==> config.mk <==
export PLATFORM = sky130hd
export DESIGN_NAME = usb_nrzi_stuff_enc
export DESIGN_NICKNAME = d
export VERILOG_FILES = /design/src/rtl/usb_nrzi_stuff_enc.sv
export SDC_FILE = /design/constraint.sdc
export NUM_CORES = 1
export LEC_CHECK = 0
export CELL_PAD_IN_SITES_DETAIL_PLACEMENT = 0
export CELL_PAD_IN_SITES_GLOBAL_PLACEMENT = 2
export CORE_MARGIN = 1
export CORE_UTILIZATION = 26
export DETAILED_ROUTE_END_ITERATION = 10
export PLACE_DENSITY = 0.75
export SYNTH_ARGS = -nofsm -noshare
export SYNTH_HDL_FRONTEND = slang
export SYNTH_SLANG_ARGS = --single-unit
==> constraint.sdc <==
create_clock -name clk -period 1.5 [get_ports clk]
set_clock_uncertainty 0.1 [all_clocks]
set_input_delay 0.375 -clock clk [delete_from_list [all_inputs] [get_ports clk]]
set_output_delay 0.375 -clock clk [all_outputs]
set_load 0.02 [all_outputs]
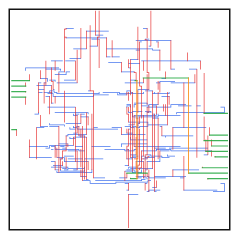
run_1/wires.png
(4 px per µm)
Orange stands for metal 4, wire length 48.3 µm. Blue stands for metal 1, wire length 677 µm. Red stands for metal 2, wire length 732 µm. Green stands for metal 3, wire length 83.3 µm.
vias after detailed routing: 627
post-DR wirelength/cell: 11.9 µm
drt total wl: 1540 µm
total track usage: 0.116

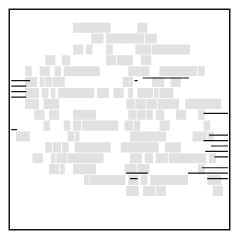
run_1/layer_met3.png
(4 px per µm)
The layer carries 83.3 µm of wire. The layer holds 5.4% of the routed length. 16 nets have wire on it. The wires run mostly horizontal.
met3 Use GR: 0.0250

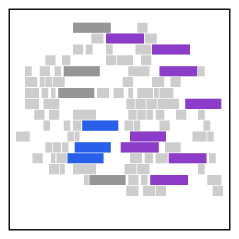
run_1/flops_by_reg.png
(4 px per µm) Other sequential cells in the stronger gray, the rest of the logic in the fainter gray.
Blue stands for `ones_q`, placed flops 3. Purple stands for `stuff_cnt`, placed flops 8.
Util after Layout: 0.412
Seq area share: 0.366
Seq. pwr: 0.420 mW
FF/Latch Area: 384 µm²

==> results.txt, run 1 <==
run results: outcome finished clean, Setup Total Neg Slack 0 ns, Setup crit start kind input pin, worst reg2reg path depth 4, GP Congestion 0.738, CTS Sinks 15, Synth Cell Area between 700 and 800 µm², chip area 0.00300 mm², tool warnings 26, ratio of cells with drive above 1 in the final layout 0.460, Largest register FFs 8, VDD IR-drop max ~0.35 mV, Yosys reg bits 15, Basic Gates by Area 0.208, Tcrit/Tclk final 0.975, fp util 0.284, area of the core 0.00254 mm², CP arrival 1.57 ns, critical path class input pin to register, Num CTS Buffers 3, Register-to-Register Setup Slack about 0.05 ns, clk buf depth 2, Adders+Majority by Area 0.0173, root buffer cell clkbuf_4, Final HPWL DP 1150 µm, number of max-cap violations 0, Final ANT Viol Nets 0, initial antenna violation count 0, Peak Freq 0.684 GHz, Die Y 54.7 µm, area fraction in compound gates 0.125, Post-CTS Setup Bufs 0, Yosys Instances 65, DRC 0, CP max FO 6, I/O Buffers 17, worst min path class input pin to async pin, num ports 18, wl on met1 677 µm, Syn Area/Cell 11.1 µm², number of global-route vias before repair about 530, cell count after synthesis 65, CTS Hold Bufs 0, Chip Width 54.7 µm, Worst setup EP type register, Pwr Density 699 mW/mm², largest net degree at the start of global routing 16, Top area cell types dfrtp_1 48%, xnor2_1 6.1%, dfstp_2 3.6%, distinct lib cells 29, Layout area overhead 45.2%, met3 routed WL 83 µm, final net count 108, Slew headroom 0.853, uppermost layer routed met4, Warnings, synthesis 0, Dominant comb cell simple AND/OR/NAND/NOR gates, crit path DRT 1.61 ns, dpl cell area between 0.001 and 0.0015 mm², Slew Viols, Final 0, Fillers 261, Yosys Chip Area a little over 700 µm², drt pass-1 iters 2, minimum clock period 1.46 ns, WL met2 roughly 730 µm, post-synth top area share 0.484, Final Hold Violation Tally 0, first-pass GRT wire length approximately 2300 µm, Worst Tran Pin Value 0.218 ns, clock-pin slew on the worst setup and hold paths 0.10 ns, H-tree depth 1, yosys xor share 0.0606, syn_nets 72, fin area 0.00105 mm², final setup fails 0, Late-Pin Clk Latency 0.30 ns, post-synth top area cell dfrtp_1, Seq share, synth 0.521, CTS tree yes, gr ovfl total 0, antenna diode count 0, RSZ-0062 raised after global routing false, Mux area share 0.0363, Rows 18, DR vias/cell 4.82, Leakage 0.489 nW, DR iter-0 viols 5
-- run 1: synth_stat cells --
cell / count
dfstp_2: 1
a31oi_1: 1
nor3_1: 2
o21ai_0: 4
dfrtp_1: 14
o41ai_1: 2
inv_1: 2
ha_1: 1
or3b_1: 1
a41oi_1: 3
nor2b_1: 2
xnor2_1: 5
buf_2: 1
o31ai_1: 1
nand2_1: 4
and4_1: 1
nand2b_1: 3
a21oi_1: 1
and4_4: 1
and3_1: 2
buf_6: 1
nor2b_2: 1
nand3_2: 1
mux2_2: 1
mux2_4: 1
a21boi_0: 1
nand4_1: 1
nor2_1: 2
nand3_1: 4
-- run 1: cell families after synthesis --
kind of cell,after synthesis
xor+xnor,5
flops,15
fa+ha+maj,1
simple gates,25
buf+inv,4
mux,2
compound gates,13
-- run 1: per-stage QoR --
stage	cells	hold slack (ns)	worst slack, ns	total power, mW
floorplan	65	-0.0206	0.00506	0.452
global placement	126	0.401	-0.354	0.501
detailed placement	126	0.401	-0.459	0.503
CTS	130	0.292	0.00244	0.743
global route	130	0.310	0.00660	0.769
finish	130	0.279	0.0375	0.734
-- run 1: layer usage --
layer	global-route usage	vias up
met4	0.107	0
met5	0	-
li1	-	307
met2	0.179	18
met3	0.0250	4
met1	0.131	298
-- run 1: critical path: stages --
cell             delay (ns)
clkdlybuf4s50_1        0.46
or3b_4                 0.42
o41ai_2                0.31
-- run 1: cell type report --
| cell class | instances | area, µm² | share of cell area |
|---|---|---|---|
| Tap cell | 30 | 37.5 | 0.0358 |
| Clock inverter | 1 | 5.00 | 0.00477 |
| Clock buffer | 3 | 22.5 | 0.0215 |
| Inverter | 2 | 7.51 | 0.00715 |
| Multi-Input combinational cell | 46 | 345 | 0.329 |
| Sequential cell | 15 | 384 | 0.366 |
| Timing Repair Buffer | 33 | 248 | 0.236 |
-- run 1: cells in the final DEF (no fill, tap or decap), types with 3 or more instances in the layout --
master,instances
dfrtp_2,6
nand2b_1,3
nand3_1,4
nand2_1,4
buf_4,16
dfrtp_1,8
a41oi_1,3
clkbuf_4,3
xnor2_1,5
dlygate4sd2_1,3
o21ai_0,4
clkbuf_2,4
buf_2,4
clkdlybuf4s50_1,4
-- run 1: report_power, final --
part,leakage [nW],internal (mW),total [mW],switching [mW]
logic,0.277,0.0387,0.0733,0.0346
registers,0.194,0.413,0.420,0.00679
clock network,0.0177,0.0994,0.241,0.142
total,0.489,0.551,0.734,0.183
-- run 1: timing repair --
item	CTS	global route
gates resized	31	8
pin swaps	1	1
setup endpoints to repair	15	8
==> run 2, diff against run 1 <==
CAP_MARGIN = 25   (was unset)
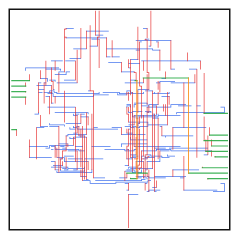
run_2/wires.png
(4 px per µm)
Red stands for metal 2, wire length 732 µm. Orange stands for metal 4, wire length 48.3 µm. Blue stands for metal 1, wire length 677 µm. Green stands for metal 3, wire length 83.3 µm.

==> run 2 against run 1 <==
Effect of this change: via count did not move; clock power about the same; sequential share of layout area unchanged; synthesized cell count is the same; clock-buffer cell count unchanged; critical path type unchanged; critical endpoint unchanged; largest cell class unchanged.
==> results.txt, run 2 <==
run results: Syn Area/Cell 11.1 µm² (unchanged), total power 0.734 mW (unchanged), Seq share, synth 0.521 (unchanged), Fillers 261 (unchanged), Setup Total Neg Slack 0 ns (unchanged), ratio of cells with drive above 1 in the final layout 0.460 (unchanged), fp util 0.284 (unchanged), crit path cell chain clkdlybuf4s50_1, or3b_4, o41ai_2, Post-CTS Setup Bufs 0 (unchanged), Worst path depth 3 (unchanged), worst min path class input pin to async pin, clk buf depth 2 (unchanged), clock-pin slew on the worst setup and hold paths 0.10 ns (about the same), outcome finished clean, post-synth top area cell dfrtp_1, CP top delay family buffers and inverters, crit path DRT 1.61 ns (about the same), vias after detailed routing 627 (unchanged), post-synth top area share 0.484 (unchanged), Worst Tran Pin Value 0.218 ns (unchanged), largest net degree at the start of global routing 16 (unchanged), Tcrit/Tclk final 0.975 (unchanged), Final Hold Violation Tally 0 (unchanged), most numerous logic cell after layout buf_4, Layout area overhead 45.2% (unchanged), critical path class input pin to register, area of the core 0.00254 mm² (unchanged), DR vias/cell 4.82 (unchanged), root buffer cell clkbuf_4, Leakage 0.489 nW (unchanged), num ports 18 (unchanged), minimum clock period 1.46 ns (unchanged), GP Congestion 0.738 (unchanged), Pwr Density 699 mW/mm² (unchanged), gr ovfl total 0 (unchanged), MI comb area 345 µm² (unchanged), crit-path max cell delay 0.46 ns (about the same), worst reg2reg path depth 4 (unchanged), Slew headroom 0.853 (unchanged), Final ANT Viol Nets 0 (unchanged), post-DR wirelength/cell 11.9 µm (unchanged), Top area cell types dfrtp_1 48%, xnor2_1 6.1%, dfstp_2 3.6%, total track usage 0.116 (unchanged), RSZ-0062 raised after global routing false, DRC 0 (unchanged), critical path's slowest cell clkdlybuf4s50_1, number of global-route vias before repair 530 (unchanged), FF/Latch Area 384 µm² (unchanged), chip area 0.00300 mm² (unchanged), Rows 18 (unchanged), first-pass GRT wire length 2300 µm (unchanged), final net count 108 (unchanged), Yosys Chip Area 723 µm² (unchanged), distinct lib cells 29 (unchanged), fraction of registers with async set/reset 1.00 (unchanged), CTS Hold Bufs 0 (unchanged), CTS Sinks 15 (unchanged), Synth Cell Area 723 µm² (unchanged), number of max-cap violations 0 (unchanged), syn_nets 72 (unchanged), count of library flops with an enable pin 0 (unchanged), Largest register FFs 8 (unchanged), H-tree depth 1 (unchanged), I/O Buffers 17 (unchanged), Final HPWL DP 1150 µm (unchanged), cell count after synthesis 65 (unchanged), Util after Layout 0.412 (unchanged), drt pass-1 iters 2 (unchanged), CP max FO 6 (unchanged), Num CTS Buffers 3 (unchanged), antenna diode count 0 (unchanged), CP arrival 1.57 ns (about the same), VDD IR-drop max 0.350 mV (unchanged), Yosys Instances 65 (unchanged), CTS tree yes, DR iter-0 viols 5 (unchanged), Warnings, synthesis 0 (unchanged), Register-to-Register Setup Slack 0.05 ns (about the same), Top FF cell, synth dfrtp_1, Die Y 54.7 µm (unchanged), drt total wl 1540 µm (unchanged), Setup crit start kind input pin, Buf/Inv on CP 1 (unchanged), Peak Freq 0.684 GHz (unchanged), Commonest cells post-synth 14 x dfrtp_1, 5 x xnor2_1, 4 x nand2_1, 4 x nand3_1, 4 x o21ai_0, Slew Viols, Final 0 (unchanged), most numerous logic cells after layout 16 x buf_4, 8 x dfrtp_1, 6 x dfrtp_2, 5 x xnor2_1, final setup fails 0 (unchanged), most common cell in the synthesized netlist dfrtp_1, Chip Width 54.7 µm (unchanged), Yosys reg bits 15 (unchanged), Worst setup EP type register, initial antenna violation count 0 (unchanged)
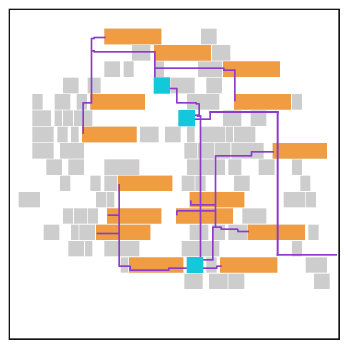
run_2/clk_routes.png
(6 px per µm)
Purple stands for clock wires, length 231 µm. Orange stands for flip-flops, count 15. Cyan stands for clock drivers, count 3.
There are 4 routed clock nets.
clock network power share: 0.328
Late-Pin Clk Latency: 0.30 ns
power of the clock network: 0.241 mW

run 2: where the power goes:
part | internal, mW | switching, mW | total, mW
registers | 0.413 | 0.00679 | 0.420
clock network | 0.0994 | 0.142 | 0.241
logic | 0.0387 | 0.0346 | 0.0733
run 2: repair_timing:
| item | CTS | global route |
|---|---|---|
| pin swaps | 1 | 1 |
| setup endpoints to repair | 15 | 8 |
| gates resized | 31 | 8 |
run 2: logic make-up after synthesis:
family	share of synthesized area
xor gates and xnor gates	0.0606
buffers and inverters	0.0329
AOI/OAI and AO/OA	0.125
DFF	0.521
and+or+nand+nor	0.208
muxes	0.0363
adders and majority gates	0.0173
run 2: area by class of cell:
cell class,count,share of cell area
Sequential cell,15,0.366
Clock inverter,1,0.00477
Tap cell,30,0.0358
Multi-Input combinational cell,46,0.329
Timing Repair Buffer,33,0.236
Inverter,2,0.00715
Clock buffer,3,0.0215
run 2: worst register-to-register path, delay by kind of cell, from the launching register on:
kind | cells | cell delay [ns]
simple gates | 3 | 0.48
flops | 1 | 0.41
mux | 1 | 0.33
run 2: layer usage:
| metal | vias to the layer above | routed length [µm] | share of wire | global-route usage |
|---|---|---|---|---|
| li1 | 307 | - | - | - |
| met5 | - | 0 | 0 | 0 |
| met4 | 0 | 48 | 0.031 | 0.107 |
| met2 | 18 | 732 | 0.48 | 0.179 |
| met3 | 4 | 83 | 0.054 | 0.0250 |
| met1 | 298 | 677 | 0.44 | 0.131 |
run 2: stage by stage:
stage / worst slack (ns) / hold WS [ns] / instances / area, µm²
floorplan: 0.00506 / -0.0206 / 65 / 736
global placement: -0.354 / 0.401 / 126 / 1050
detailed placement: -0.459 / 0.401 / 126 / 1050
CTS: 0.00244 / 0.292 / 130 / 1080
global route: 0.00660 / 0.310 / 130 / 1050
finish: 0.0375 / 0.279 / 130 / 1050
Power and IR drop assume default switching activity.
